==> src/rtl/grey_seq.sv <==
// grey_seq: sequencer/controller for the 12-digit grey-coded decimal counter.
//
// Serially loads the counter init word (MSD first), issues a one-cycle load
// strobe, gates counting with a prescaled count-enable while running, and
// snapshots the live counter digits to stream them out as BCD over a
// valid/ready handshake.
//
// Build option: define GREY_SEQ_ZSUPP_EN to suppress leading zero digits in
// the output stream (the ones digit is always emitted).
//
// Ports:
//   i_clk, i_rst_n           clock, asynchronous active-low reset
//   i_cmd/i_cmd_valid        command 0=STOP 1=RUN 2=LOAD 3=SNAP
//   o_cmd_ready              high in IDLE/RUN only
//   i_din/i_din_valid        init digit (grey code), MSD first
//   o_din_ready              high in LOAD only
//   o_init                   init word, digit 0 (ones) in [4:0]
//   o_ctr_load               one-cycle counter load strobe
//   o_ctr_en                 one-cycle counter advance strobe
//   i_digits                 live counter digits, same packing as o_init
//   o_dout/o_dout_last       BCD output digit, last marks the ones digit
//   o_dout_valid/i_dout_ready  output handshake
//   o_busy                   state is LOAD, APPLY or SCAN
//   o_err                    sticky invalid-code flag
module grey_seq #(
    parameter int NDIG     = 12,
    parameter int PRESCALE = 4
) (
    input  logic                i_clk,
    input  logic                i_rst_n,
    input  logic [1:0]          i_cmd,
    input  logic                i_cmd_valid,
    output logic                o_cmd_ready,
    input  logic [4:0]          i_din,
    input  logic                i_din_valid,
    output logic                o_din_ready,
    output logic [5*NDIG-1:0]   o_init,
    output logic                o_ctr_load,
    output logic                o_ctr_en,
    input  logic [5*NDIG-1:0]   i_digits,
    output logic [3:0]          o_dout,
    output logic                o_dout_last,
    output logic                o_dout_valid,
    input  logic                i_dout_ready,
    output logic                o_busy,
    output logic                o_err
);

    localparam int W     = 5 * NDIG;
    localparam int IDX_W = (NDIG > 1) ? $clog2(NDIG) : 1;
    localparam int PS_W  = $clog2(PRESCALE);

    localparam logic [IDX_W-1:0] LAST_IDX  = IDX_W'(NDIG - 1);
    localparam logic [PS_W-1:0]  PS_LAST   = PS_W'(PRESCALE - 1);
    localparam logic [4:0]       ZERO_CODE = 5'b10001;

    localparam logic [1:0] CMD_STOP = 2'd0;
    localparam logic [1:0] CMD_RUN  = 2'd1;
    localparam logic [1:0] CMD_LOAD = 2'd2;
    localparam logic [1:0] CMD_SNAP = 2'd3;

    typedef enum logic [2:0] {
        ST_IDLE,
        ST_RUN,
        ST_LOAD,
        ST_APPLY,
        ST_SCAN
    } state_t;

    // Grey digit code to BCD; any code outside the table maps to 4'hF.
    function automatic logic [3:0] grey_to_bcd(input logic [4:0] code);
        case (code)
            5'b10001: return 4'd0;
            5'b00001: return 4'd1;
            5'b00011: return 4'd2;
            5'b00010: return 4'd3;
            5'b00110: return 4'd4;
            5'b00100: return 4'd5;
            5'b01100: return 4'd6;
            5'b01000: return 4'd7;
            5'b11000: return 4'd8;
            5'b10000: return 4'd9;
            default:  return 4'hF;
        endcase
    endfunction

    function automatic logic code_valid(input logic [4:0] code);
        return grey_to_bcd(code) != 4'hF;
    endfunction

`ifdef GREY_SEQ_ZSUPP_EN
    // Index of the most significant digit that is not a zero code; 0 when
    // every digit is zero so the ones digit is still emitted.
    function automatic logic [IDX_W-1:0] first_nz(input logic [NDIG-1:0][4:0] w);
        logic [IDX_W-1:0] r;
        r = '0;
        for (int i = 0; i < NDIG; i++) begin
            if (w[i] != ZERO_CODE) r = IDX_W'(i);
        end
        return r;
    endfunction
`endif

    state_t                  state;
    state_t                  state_nxt;
    logic [PS_W-1:0]         presc;
    logic                    run_saved;
    logic [IDX_W-1:0]        dig_idx;
    logic [IDX_W-1:0]        scan_idx;
    logic [NDIG-1:0][4:0]    snap;

    logic                    cmd_fire;
    logic                    din_fire;
    logic                    dout_fire;
    logic                    load_done;
    logic                    scan_done;
    logic                    count_act;
    logic                    presc_wrap;
    logic                    din_ok;
    logic [4:0]              cur_code;
    logic                    cur_ok;
    logic [IDX_W-1:0]        start_idx;

    assign cmd_fire   = i_cmd_valid && o_cmd_ready;
    assign din_fire   = i_din_valid && o_din_ready;
    assign dout_fire  = o_dout_valid && i_dout_ready;
    assign load_done  = din_fire && (dig_idx == LAST_IDX);
    assign scan_done  = dout_fire && (scan_idx == '0);
    assign presc_wrap = (presc == PS_LAST);
    assign din_ok     = code_valid(i_din);
    assign cur_code   = snap[scan_idx];
    assign cur_ok     = code_valid(cur_code);

    // Counting runs in RUN and through a scan started from RUN. A STOP or
    // LOAD accepted in RUN kills the enable already in its accept cycle so
    // no strobe leaks out afterwards.
    assign count_act = ((state == ST_RUN) &&
                        !(cmd_fire && ((i_cmd == CMD_STOP) || (i_cmd == CMD_LOAD)))) ||
                       ((state == ST_SCAN) && run_saved);

`ifdef GREY_SEQ_ZSUPP_EN
    assign start_idx = first_nz(i_digits);
`else
    assign start_idx = LAST_IDX;
`endif

    // State register
    always_ff @(posedge i_clk or negedge i_rst_n) begin
        if (!i_rst_n) state <= ST_IDLE;
        else          state <= state_nxt;
    end

    // Next-state logic
    always_comb begin
        state_nxt = state;
        case (state)
            ST_IDLE: begin
                if (cmd_fire) begin
                    case (i_cmd)
                        CMD_RUN:  state_nxt = ST_RUN;
                        CMD_LOAD: state_nxt = ST_LOAD;
                        CMD_SNAP: state_nxt = ST_SCAN;
                        default:  state_nxt = ST_IDLE;
                    endcase
                end
            end
            ST_RUN: begin
                if (cmd_fire) begin
                    case (i_cmd)
                        CMD_STOP: state_nxt = ST_IDLE;
                        CMD_LOAD: state_nxt = ST_LOAD;
                        CMD_SNAP: state_nxt = ST_SCAN;
                        default:  state_nxt = ST_RUN;
                    endcase
                end
            end
            ST_LOAD:  if (load_done) state_nxt = ST_APPLY;
            ST_APPLY: state_nxt = ST_IDLE;
            ST_SCAN:  if (scan_done) state_nxt = run_saved ? ST_RUN : ST_IDLE;
            default:  state_nxt = ST_IDLE;
        endcase
    end

    // Output logic
    always_comb begin
        o_cmd_ready  = (state == ST_IDLE) || (state == ST_RUN);
        o_din_ready  = (state == ST_LOAD);
        o_ctr_load   = (state == ST_APPLY);
        o_busy       = (state == ST_LOAD) || (state == ST_APPLY) || (state == ST_SCAN);
        o_dout_valid = (state == ST_SCAN);
        o_dout       = (state == ST_SCAN) ? grey_to_bcd(cur_code) : 4'd0;
        o_dout_last  = (state == ST_SCAN) && (scan_idx == '0);
    end

    // Control and init-word registers
    always_ff @(posedge i_clk or negedge i_rst_n) begin
        if (!i_rst_n) begin
            presc     <= '0;
            o_ctr_en  <= 1'b0;
            run_saved <= 1'b0;
            o_init    <= {NDIG{ZERO_CODE}};
            o_err     <= 1'b0;
            dig_idx   <= '0;
            scan_idx  <= '0;
        end else begin
            o_ctr_en <= count_act && presc_wrap;

            if (count_act)
                presc <= presc_wrap ? '0 : presc + 1'b1;
            else if (cmd_fire && (state == ST_IDLE) && (i_cmd == CMD_RUN))
                presc <= '0;

            if (cmd_fire && (i_cmd == CMD_LOAD)) begin
                o_err   <= 1'b0;
                dig_idx <= '0;
            end

            if (cmd_fire && (i_cmd == CMD_SNAP)) begin
                run_saved <= (state == ST_RUN);
                scan_idx  <= start_idx;
            end

            // New digits enter at the ones position; after NDIG beats the
            // first digit received sits in the most significant slot.
            if (din_fire) begin
                o_init  <= {o_init[W-6:0], din_ok ? i_din : ZERO_CODE};
                dig_idx <= dig_idx + 1'b1;
                if (!din_ok) o_err <= 1'b1;
            end

            if (dout_fire) begin
                if (!cur_ok) o_err <= 1'b1;
                if (scan_idx != '0) scan_idx <= scan_idx - 1'b1;
            end
        end
    end

    // Snapshot holds data only; its contents are meaningless outside SCAN
    always_ff @(posedge i_clk) begin
        if (cmd_fire && (i_cmd == CMD_SNAP)) snap <= i_digits;
    end

endmodule

==> config.mk <==
export PLATFORM = sky130hd
export DESIGN_NAME = grey_seq
export DESIGN_NICKNAME = d
export VERILOG_FILES = /design/src/rtl/grey_seq.sv
export SDC_FILE = /design/constraint.sdc
export NUM_CORES = 1
export LEC_CHECK = 0
export ABC_AREA = 1
export CAP_MARGIN = 20
export CORE_MARGIN = 8
export CORE_UTILIZATION = 33
export DETAILED_ROUTE_END_ITERATION = 8
export MAX_ROUTING_LAYER = met4
export PLACE_DENSITY = 0.65
export SKIP_LAST_GASP = 1
export SYNTH_ARGS = -nofsm -noshare
export SYNTH_HDL_FRONTEND = slang
export SYNTH_SLANG_ARGS = --single-unit
==> constraint.sdc <==
create_clock -name i_clk -period 6.7 [get_ports i_clk]
set_clock_uncertainty 0.05 [all_clocks]
set_input_delay 1.005 -clock i_clk [delete_from_list [all_inputs] [get_ports i_clk]]
set_output_delay 1.005 -clock i_clk [all_outputs]
set_load 0.005 [all_outputs]
==> out/metrics.cfg, run 1 <==
[run_status]
status=complete, no violations

[logic_synthesis]
ys.flops=136
ys_warn_count=0
synth_nets=692
synth.avg_cell_area_um2=9.49
ys.flop_type=edfxtp_1
ys_sh_simple=0.243
common_cells=nand2_1 (236), edfxtp_1 (60), dfrtp_1 (52)
synth-edff-count=60
ys_sh_adder=0.00641
ys_sh_xor=0.00449
ys_types=34
mux_area_frac=0
yosysCellCount=617
most_common_cell=nand2_1
yosysTopAreaCell=edfxtp_1
synthArstFlopShare=0.559
ys_seq_share=0.638
ys_top_logic_family=simple AND/OR/NAND/NOR gates
area_leaders=edfxtp_1 (31%), dfrtp_1 (22%), nand2_1 (15%)
yosys_area_um2=5860
netlist_area_um2=5860
synthAoiAreaFrac=0.0511
syn_inst=617
top_cell_area_share=0.308

[critical_path]
cp-start-kind=flop
critPathMaxFanout=30
r2r_cells=9
r2r-start=state[1]
path_class=flop to primary output
end_kind=primary output
crit_start=scan_idx[0]
cp.arrival_ns=3.10
critPathRequiredTime_ns=5.64

[final_layout]
fin_util=0.467
regArea_um2=3730
layout.area.comb_um2=1800
final_cell_area_um2=8080
reg_top3=o_init x60, snap x60
final_nets=836
diodes=0
final_layout_size_suffix_gt1_frac=0.105
area_growth_pct=38.1
fillCellCount=1650
final_cell_count_no_fill=999

[power]
power_leader=sequential cells
seq-power_uw=1270
seq_power_share=0.380
ir_drop_uv=209
power.leakage_uw=0.00354
p_per_area_nw_per_um2=413
clkPwrFrac=0.277
internal_power_uw=2230
swShare=0.333
comb-power_uw=1150
p_switching_uw=1110
clock_power_uw=924
power_frac_comb=0.343

[sta]
hold_viol=0
finalMaxSlewViolations=0
slew_headroom=0.365
fin_tns_setup_ns=0
fin_crit_ns=4.16
rsz0062_at_grt=no
tightest_slew_ns=0.953
holdWs_ns=0.411
fmax_ghz=0.241
setup_violations=0
min_period_over_period=0.621

[routing]
first_pass_iters=6
wl_met2_um=6700
drc=0
top_layer=met4
wl_met3_um=676
antenna_left=0
via_per_inst=4.48
m1WireLength_um=6540
drtIter0Drc=307

[global_route]
busiest_layer=met2
grt_max_degree=77
use_met3=0.0316
grt_pass1_wl_um=22800
antenna_found_initial=0
grt_pass1_vias=4496
track_usage=0.134
grt.overflow.total=0

[clock_tree]
clock-sinks=136
clk_transition_reported_paths_ns=0.06
hold_buffers=0
cts.path.max_buffers=2
cts-root-buf=clkbuf_16
tritoncts=yes
htree_num_levels=4
clock.latency.late_pin_ns=0.41
cts-resized-gates=0
post-cts-setup-buffers=0
cts_buffers=17

[placement]
portBuffers=143
dpl_cell_area_um2=7470
routabilityCongestion=0.825
post-dp-hpwl_um=9840
dp_cells=966

[floorplanning]
pin_count=144
core_um2=17300
die_h_um=149
die_x_um=149
fp_util=0.339
die_area_um2=22300
core.rowCount=48

[worst_hold_path]
hp-start=o_init[55]
hp-class=flop to flop
whs_path_depth=2

[job]
maxCapViolCount=0
tool_warnings=26

-- run 1: metrics by stage --
step / total power [uW] / setup WS, ns
floorplan: 1890 / 0.397
global placement: 2400 / 2.50
detailed placement: 2420 / 2.39
CTS: 3350 / 1.96
global route: 3560 / 2.28
finish: 3340 / 2.54
-- run 1: final cells by class --
| class | instances | share of cell area |
|---|---|---|
| clock inverters | 11 | 0.0147 |
| well taps | 225 | 0.0348 |
| repair buffers | 147 | 0.183 |
| flip-flops and latches | 136 | 0.462 |
| inverters | 55 | 0.0255 |
| clock buffers | 21 | 0.0574 |
| multi-input cells | 404 | 0.223 |
-- run 1: worst paths after layout --
| path | end | slack (ns) |
|---|---|---|
| hold / removal | o_init[55] | 0.41 |
| hold reg to reg | o_init[55] | 0.41 |
| min in group asynchronous | o_init[56] | 0.70 |
| setup / recovery | o_dout[3] | 2.54 |
| max in group asynchronous | o_init[2] | 5.29 |
| setup reg to reg | dig_idx[3] | 4.25 |
-- run 1: layout by cell type, fill, tap and decap left out, types with 5 or more instances in the layout --
cell             instances
nand2_1                236
dfrtp_1                 52
dfstp_2                 24
a21oi_1                  8
clkbuf_16               17
o21ai_0                 26
inv_2                    5
o21ai_1                 10
nor2_1                  48
edfxtp_1                60
clkdlybuf4s50_1        142
inv_1                   50
nand3_1                 39
-- run 1: critical path, cell delays in order, from the launching register on --
cell             delay (ns)
dfrtp_1                0.49
buf_16                 0.23
inv_2                  0.34
o21ai_0                0.14
o22ai_1                0.16
nand2_1                0.09
nand2_2                0.13
inv_1                  0.06
o21ai_1                0.07
nand2_1                0.07
nand2_1                0.06
nand2_1                0.06
a21oi_2                0.15
and2_1                 0.13
clkdlybuf4s50_1        0.49
Figure 1. The metal 1 layer (run 1).
Bar = 50 um. Supply wires on this layer in grey. Cells faint in the background.
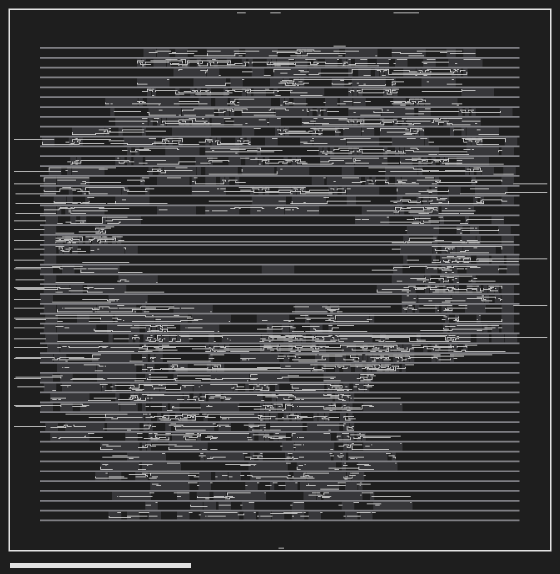
main direction	horizontal
longest straight run	83.7 um
wire length on this layer	6540 um
share of all routed wire	46%
nets with wire on the layer	771
met1 GRT Util: 0.167
Total Wirelength: 14200 um
vias post-DR: 4475

Figure 2. Cells by drive strength (run 1).
Bar = 50 um.
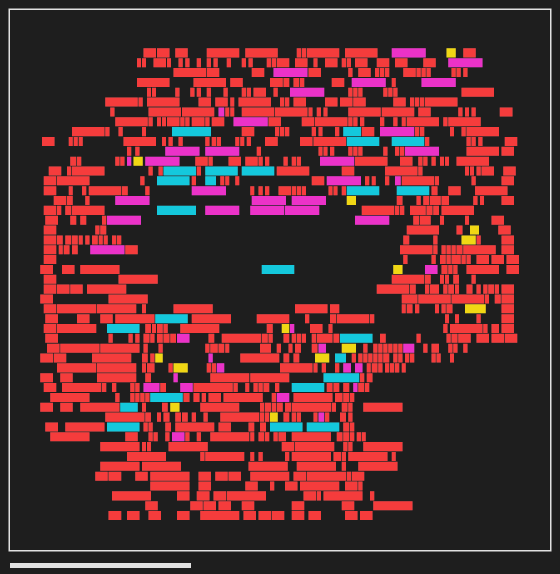
size	colour	cells	share	most used
drive 6 and up	cyan	24	3.1%	clkbuf_16
drive 3 to 4	yellow	14	1.8%	buf_4
drive 2	magenta	43	5.6%	dfstp_2
drive 1 or less	red	693	90%	nand2_1

Figure 3. M2 wires (run 1).
Bar = 50 um. Cells faint in the background.
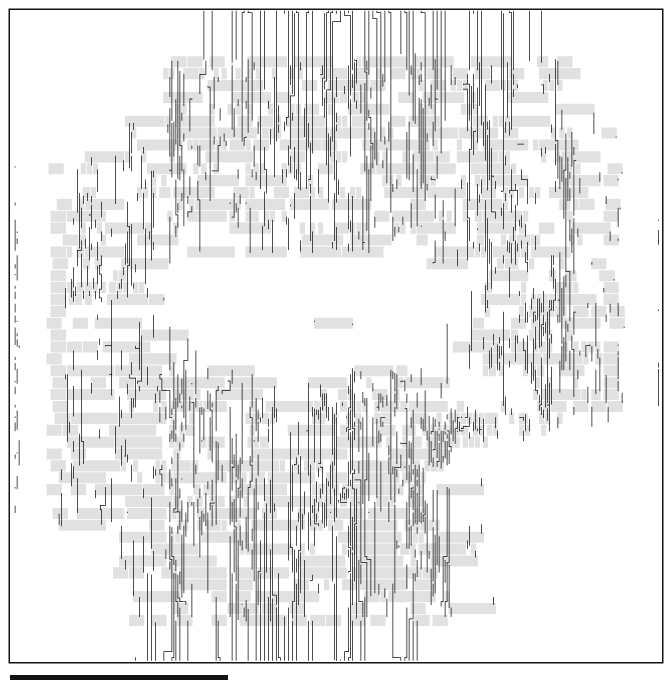
longest straight run	45.7 um
main direction	vertical

Figure 4. Routing congestion map (run 1).
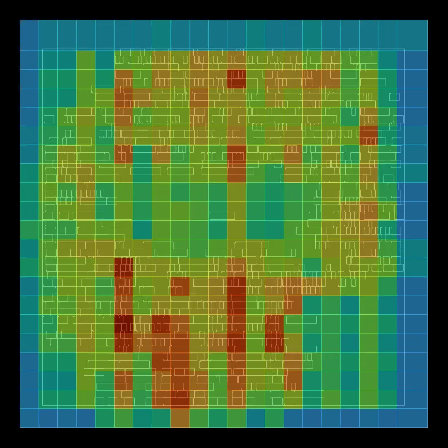
met2 usage: 0.207
wire length per cell: 14.2 um

==> run 2, diff against run 1 <==
==> constraint.sdc (replaced) <==
create_clock -name i_clk -period 3.9 [get_ports i_clk]
set_clock_uncertainty 0.05 [all_clocks]
set_input_delay 0.585 -clock i_clk [delete_from_list [all_inputs] [get_ports i_clk]]
set_output_delay 0.585 -clock i_clk [all_outputs]
set_load 0.005 [all_outputs]
Figure 5. The metal 1 layer (run 2).
Bar = 50 um. Supply wires on this layer in grey. Cells faint in the background.
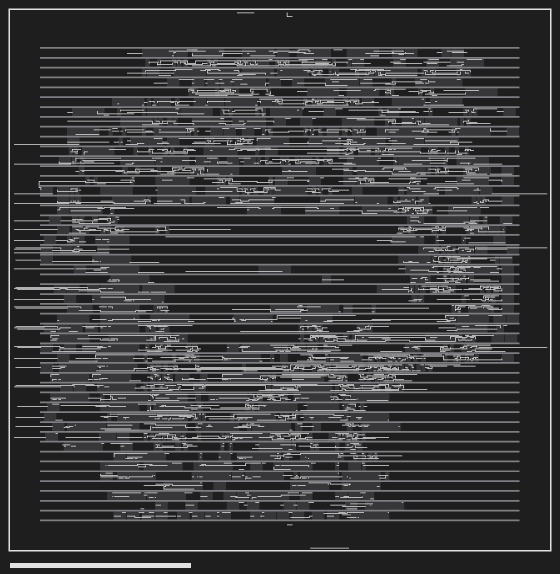
nets with wire on the layer	757
share of all routed wire	46%
wire length on this layer	6590 um
longest straight run	69.0 um
main direction	horizontal
Total Wirelength: 14400 um
met1 GRT Util: 0.169
vias post-DR: 4465

Figure 6. Routing congestion map (run 2).
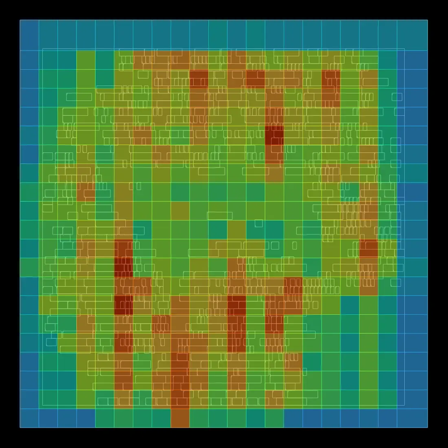
wire length per cell: 14.4 um
busiest grt layer: met2
Final Core Density: 0.470
total track usage: 0.136

==> run 2 against run 1 <==
Compared with the run above:
- first-iteration DRC count down 8.5%
- clock power rose by 79%
- count of clock-buffer cells in the layout rose by 3
- setup slack worse by 2.3 ns
- sequential share of layout area fell by 0.26 points
- non-clock buffer count increased by 2
- die size unchanged
- largest power group unchanged
- global-route usage rose by 0.22 points
- largest cell class unchanged
- combinational power is about 70% higher
==> out/metrics.cfg, run 2 <==
[clock_tree]
cts.path.max_buffers=2  ; unchanged
clk_transition_reported_paths_ns=0.06  ; about the same
clock.latency.late_pin_ns=0.42  ; about the same
cts_buffers=17  ; unchanged
htree_num_levels=4  ; unchanged
post-cts-setup-buffers=0  ; unchanged
tritoncts=yes
cts-resized-gates=0  ; unchanged

[routing]
drc=0  ; unchanged
via_per_inst=4.46  ; -0.42%

[final_layout]
lay_top_count=nand2_1
reg_top3=o_init x60, snap x60
final_cell_area_um2=8130  ; +0.56%
diodes=0  ; unchanged
area_growth_pct=38.8
final_nets=838  ; +0.24%
most-common-layout-cells=nand2_1 (236), clkdlybuf4s50_1 (142), edfxtp_1 (60)

[placement]
routabilityCongestion=0.805  ; -2.4%
dpl_cell_area_um2=7500  ; +0.39%
portBuffers=143  ; unchanged

[critical_path]
path_class=flop to primary output
path_buffers=4  ; unchanged
end_kind=primary output
cp-start-kind=flop
critPathMostFrequentCell=nand2_1
crit_slowest_cell=dfrtp_1
crit_chain=inv_2, o21ai_0, o22ai_1, nand2_1, nand2_2, inv_1, nand2_1, nor2_1, nand2_1, inv_1, a21oi_2, and2_1, clkdlybuf4s50_1
slowest_delay_ns=0.59  ; +0.10 ns

[logic_synthesis]
top_cell_area_share=0.308  ; unchanged
synthArstFlopShare=0.559  ; unchanged
synthAoiAreaFrac=0.0511  ; unchanged
area_leaders=edfxtp_1 (31%), dfrtp_1 (22%), nand2_1 (15%)
most_common_cell=nand2_1
ys.flops=136  ; unchanged
synth.avg_cell_area_um2=9.49  ; unchanged
ys_seq_share=0.638  ; unchanged
ys_sh_xor=0.00449  ; unchanged
syn_inst=617  ; unchanged
ys_warn_count=0  ; unchanged
synth_nets=692  ; unchanged
mux_area_frac=0  ; unchanged

[sta]
fmax_ghz=0.277
rsz0062_at_grt=no
hold_viol=0  ; unchanged
fin_crit_ns=3.62
fin_tns_setup_ns=0  ; unchanged
min_period_over_period=0.927
setup_violations=0  ; unchanged

[floorplanning]
core.rowCount=48  ; unchanged
die_h_um=149  ; unchanged
die_area_um2=22300  ; unchanged

[global_route]
use_met3=0.0285  ; -0.00303
grt_pass1_wl_um=22900  ; +0.30%
grt.overflow.total=0  ; unchanged
antenna_found_initial=0  ; unchanged
grt_pass1_vias=4415  ; -1.8%

[power]
p_per_area_nw_per_um2=711  ; +72%

[worst_hold_path]
hp-class=primary input to async pin

[run_status]
status=complete, no violations

[job]
maxCapViolCount=0  ; unchanged

Figure 7. Cells by drive strength (run 2).
Bar = 50 um.
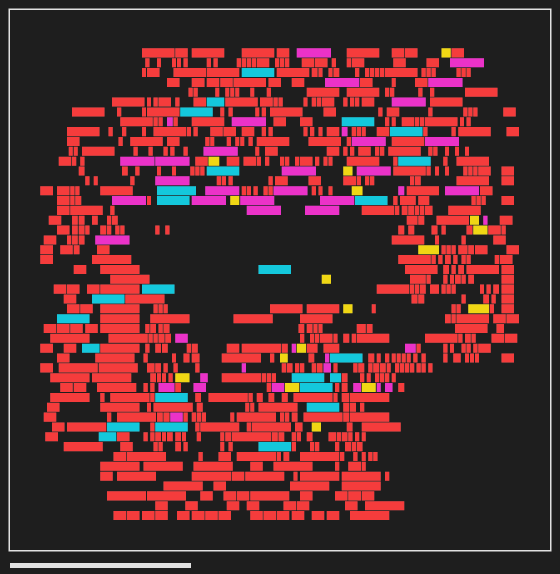
size	colour	cells	share	most used
drive 3 to 4	yellow	17	2.2%	buf_4
drive 2	magenta	42	5.4%	dfstp_2
drive 6 and up	cyan	25	3.2%	clkbuf_16
drive 1 or less	red	692	89%	nand2_1

run 2: power by group:
group / internal, uW / switching [uW] / total (uW) / leakage (uW)
Sequential: 1910 / 256 / 2170 / 0.00148
Combinational: 915 / 1050 / 1960 / 0.00176
Clock: 1050 / 598 / 1650 / 0.000316
Total: 3880 / 1900 / 5780 / 0.00356
run 2: layer usage:
| layer | wire length (um) | vias up |
|---|---|---|
| met2 | 6980 | 122 |
| met1 | 6590 | 2057 |
| met5 | 0 | - |
| li1 | - | 2271 |
| met4 | 218 | 0 |
| met3 | 612 | 15 |
run 2: final cells by class:
type,instances,share of cell area
Timing Repair Buffer,149,0.181
Clock buffer,24,0.0676
Inverter,55,0.0254
Clock inverter,8,0.00954
Tap cell,225,0.0346
Multi-Input combinational cell,404,0.222
Sequential cell,136,0.459
run 2: logic make-up (layout without fill, tap and decap cells):
logic type	count (synthesis)	count (layout)
AND-OR/OR-AND	54	54
XOR/XNOR	3	3
AND/OR/NAND/NOR	344	344
buffers and inverters	77	236
adder cells (fa/ha/maj)	3	3
flip-flops	136	136
run 2: worst paths after layout:
kind	slack (ns)	startpoint	depth (start not counted)	end
setup / recovery	0.28	scan_idx[1]	13	o_dout[3]
min in group i_clk	0.41	o_init[55]	2	o_init[55]
hold / removal	0.27	i_rst_n	1	o_init[56]
max in group asynchronous	2.91	i_rst_n	1	o_init[2]
hold reg to reg	0.41	o_init[55]	2	o_init[55]
setup reg to reg	1.57	scan_idx[1]	15	o_err
run 2: metrics by stage:
step                power [uW]  worst slack [ns]   util  hold slack [ns]  instances
floorplan                 3250             0.955      -            0.239        617
global placement          4140             0.785  0.434            0.400        969
detailed placement        4180             0.714  0.434            0.406        969
CTS                       5860             0.249  0.470            0.295       1001
global route              6160            0.0571  0.470            0.339       1001
finish                    5780             0.285  0.470            0.267       1001
==> run 3, diff against run 2 <==
--- a/config.mk
+++ b/config.mk
@@ -11,7 +11,7 @@
 export CORE_UTILIZATION = 33
 export DETAILED_ROUTE_END_ITERATION = 8
 export MAX_ROUTING_LAYER = met4
-export PLACE_DENSITY = 0.65
+export PLACE_DENSITY = 0.67
 export SKIP_LAST_GASP = 1
 export SYNTH_ARGS = -nofsm -noshare
 export SYNTH_HDL_FRONTEND = slang
==> constraint.sdc (replaced) <==
create_clock -name i_clk -period 3 [get_ports i_clk]
set_clock_uncertainty 0.05 [all_clocks]
set_input_delay 0.45 -clock i_clk [delete_from_list [all_inputs] [get_ports i_clk]]
set_output_delay 0.45 -clock i_clk [all_outputs]
set_load 0.005 [all_outputs]
Figure 8. Cells by drive strength (run 3).
Bar = 50 um.
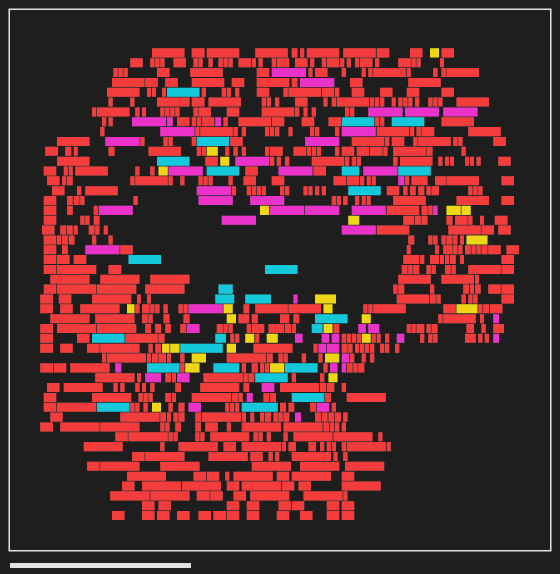
size	colour	cells	share	most used
drive 6 and up	cyan	26	3.3%	clkbuf_16
drive 1 or less	red	682	86%	nand2_1
drive 3 to 4	yellow	29	3.7%	buf_4
drive 2	magenta	52	6.6%	dfstp_2

Figure 9. M2 wires (run 3).
Bar = 50 um. Cells faint in the background.
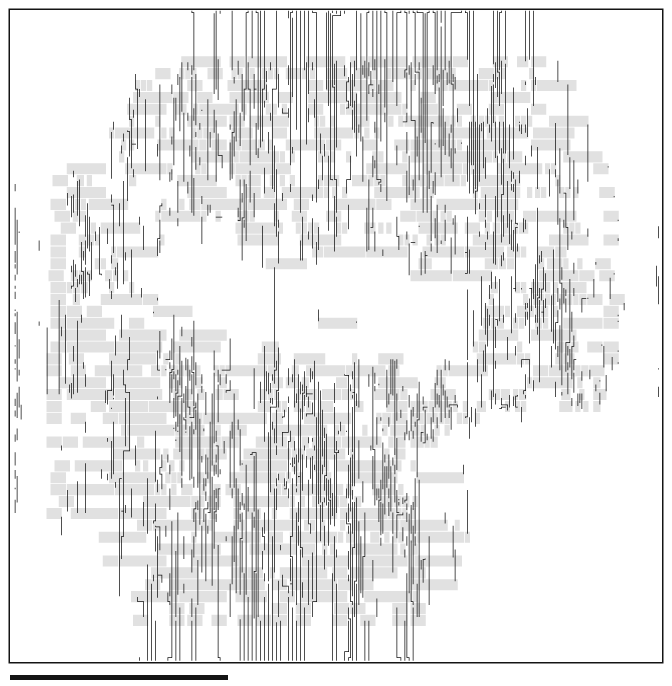
longest straight run	46.1 um
main direction	vertical
nets with wire on the layer	663
share of all routed wire	49%
wire length on this layer	7230 um

==> run 3 against run 2 <==
Compared with the run above:
- register-to-register slack got worse by 0.61 ns
- setup slack got worse by 0.15 ns
- clock power rose by 13%
- cell count rose by 1.3%
- worst hold slack got worse by 0.11 ns
- cell area rose by 1.4%
- sequential cell count did not move
- critical path type unchanged
- critical endpoint is now o_dout[2]
==> out/metrics.cfg, run 3 <==
[run_status]
status=complete, no violations

[critical_path]
worst-path-stages=13  ; unchanged
r2r-start=scan_idx[0]
crit_slowest_cell=dfrtp_2
cp-endpoint=o_dout[2]
path_class=flop to primary output
slowest_delay_ns=0.48  ; -0.11 ns
reg2reg_to=o_err
end_kind=primary output
crit_chain=buf_6, buf_16, nor2_1, nor2_1, o21ai_1, nand3_1, nand3_2, nand2_4, a21oi_4, nand2_1, nand2_1, nor2_1, dlygate4sd2_1
critPathMostFrequentCell=nor2_1
r2r_cells=17  ; +2
path_buffers=3  ; -1
crit_start=scan_idx[0]

[logic_synthesis]
ys_seq_share=0.638  ; unchanged
area_leaders=edfxtp_1 (31%), dfrtp_1 (22%), nand2_1 (15%)
top_cell_area_share=0.308  ; unchanged
synth-edff-count=60
synth_nets=692  ; unchanged
synth.avg_cell_area_um2=9.49  ; unchanged
ys.flops=136  ; unchanged
most_common_cell=nand2_1
ys_warn_count=0  ; unchanged

[global_route]
grt.overflow.total=0  ; unchanged
busiest_layer=met2
antenna_found_initial=0  ; unchanged
grt_pass1_vias=4503  ; +2.0%
grt_pass1_wl_um=23300  ; +1.6%
grt_use_met1=0.169  ; +0.000189
grt_max_degree=77
track_usage=0.137  ; +0.00160

[routing]
drt-total-wl_um=14800  ; +2.6%
wl_met3_um=606  ; -0.98%
via_per_inst=4.45  ; -0.15%
top_layer=met4
vias=4516  ; +1.1%
m1WireLength_um=6700  ; +1.7%
wl_met2_um=7230  ; +3.6%

[clock_tree]
clock.latency.late_pin_ns=0.41  ; about the same
htree_num_levels=4  ; unchanged
clk_transition_reported_paths_ns=0.06  ; about the same
cts.path.max_buffers=2  ; unchanged
tritoncts=yes
cts_buffers=17  ; unchanged

[job]
maxCapViolCount=0  ; unchanged

[final_layout]
area_growth_pct=40.8
final_layout_size_suffix_gt1_frac=0.136
most-common-layout-cells=nand2_1 (234), clkdlybuf4s50_1 (138), edfxtp_1 (60)
lay_top_count=nand2_1
fin_util=0.477  ; +0.00673

[floorplanning]
die_h_um=149  ; unchanged
die_area_um2=22300  ; unchanged

[power]
p_per_area_nw_per_um2=917  ; +29%

[sta]
fin_tns_setup_ns=0  ; unchanged
hold_viol=0  ; unchanged
fmax_ghz=0.349
fin_crit_ns=2.86
rsz0062_at_grt=yes
setup_violations=0  ; unchanged
min_period_over_period=0.954

[worst_hold_path]
hp-class=primary input to async pin

Figure 10. Routing congestion map (run 3).
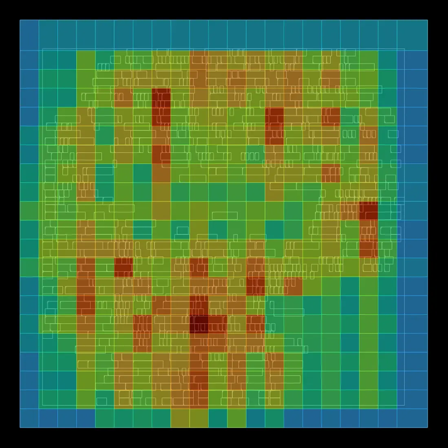
wire length per cell: 14.6 um
GR Util met3: 0.0294

-- run 3: cell counts after synthesis --
Identical to the previous run, type by type.
-- run 3: cell type report --
class	count	area share
sequential	136	0.453
multi-input combinational	404	0.224
timing repair buffer	162	0.199
clock buffer	20	0.0546
tap	225	0.0341
inverter	55	0.0259
clock inverter	12	0.00956
-- run 3: metrics by stage --
step	setup WS [ns]	total power (uW)	hold WS [ns]	instances	cell area (um2)
finish	0.139	7560	0.158	1014	8250
global route	-0.0402	8070	0.216	1014	8250
CTS	0.00184	7610	0.176	1012	8230
detailed placement	0.203	5460	0.411	973	7540
global placement	0.252	5410	0.400	973	7540
floorplan	0.0548	4230	0.104	617	5870
-- run 3: worst register-to-register path, cell delays in order (launching register included) --
cell and delay [ns]:
dfrtp_2 0.48, buf_6 0.16, buf_16 0.13, nand2_1 0.06, nand3_1 0.07, o21ai_1 0.09, nand2_1 0.08, nand2_2 0.10
nand2_2 0.07, buf_4 0.14, nor2_2 0.09, nand2_1 0.07, nand2_1 0.06, inv_1 0.04, nand2_2 0.08, nor2_1 0.04
nand2_1 0.07, nand2_1 0.05
-- run 3: kinds of logic (layout without fill, tap and decap cells) --
kind of cell,after synthesis,count (layout),share of synthesized area
compound gates,54,54,0.0511
flops,136,136,0.638
buf+inv,77,249,0.0571
simple gates,344,344,0.243
xor+xnor,3,3,0.00449
fa+ha+maj,3,3,0.00641
-- run 3: what timing repair did --
action	4_1_cts	5_1_grt
pin swaps	5	5
gates resized	24	8
hold buffers	0	0
endpoints found under the setup margin	4	3
cloned	2	0
setup buffers	5	2
-- run 3: report_power, final --
part           internal, uW  total [uW]  switching, uW
sequential             2490        2820            334
combinational          1410        2880           1470
clock                  1080        1870            783
total                  4980        7560           2590
Power figures rest on the tool's default switching activity, not on a simulated workload.
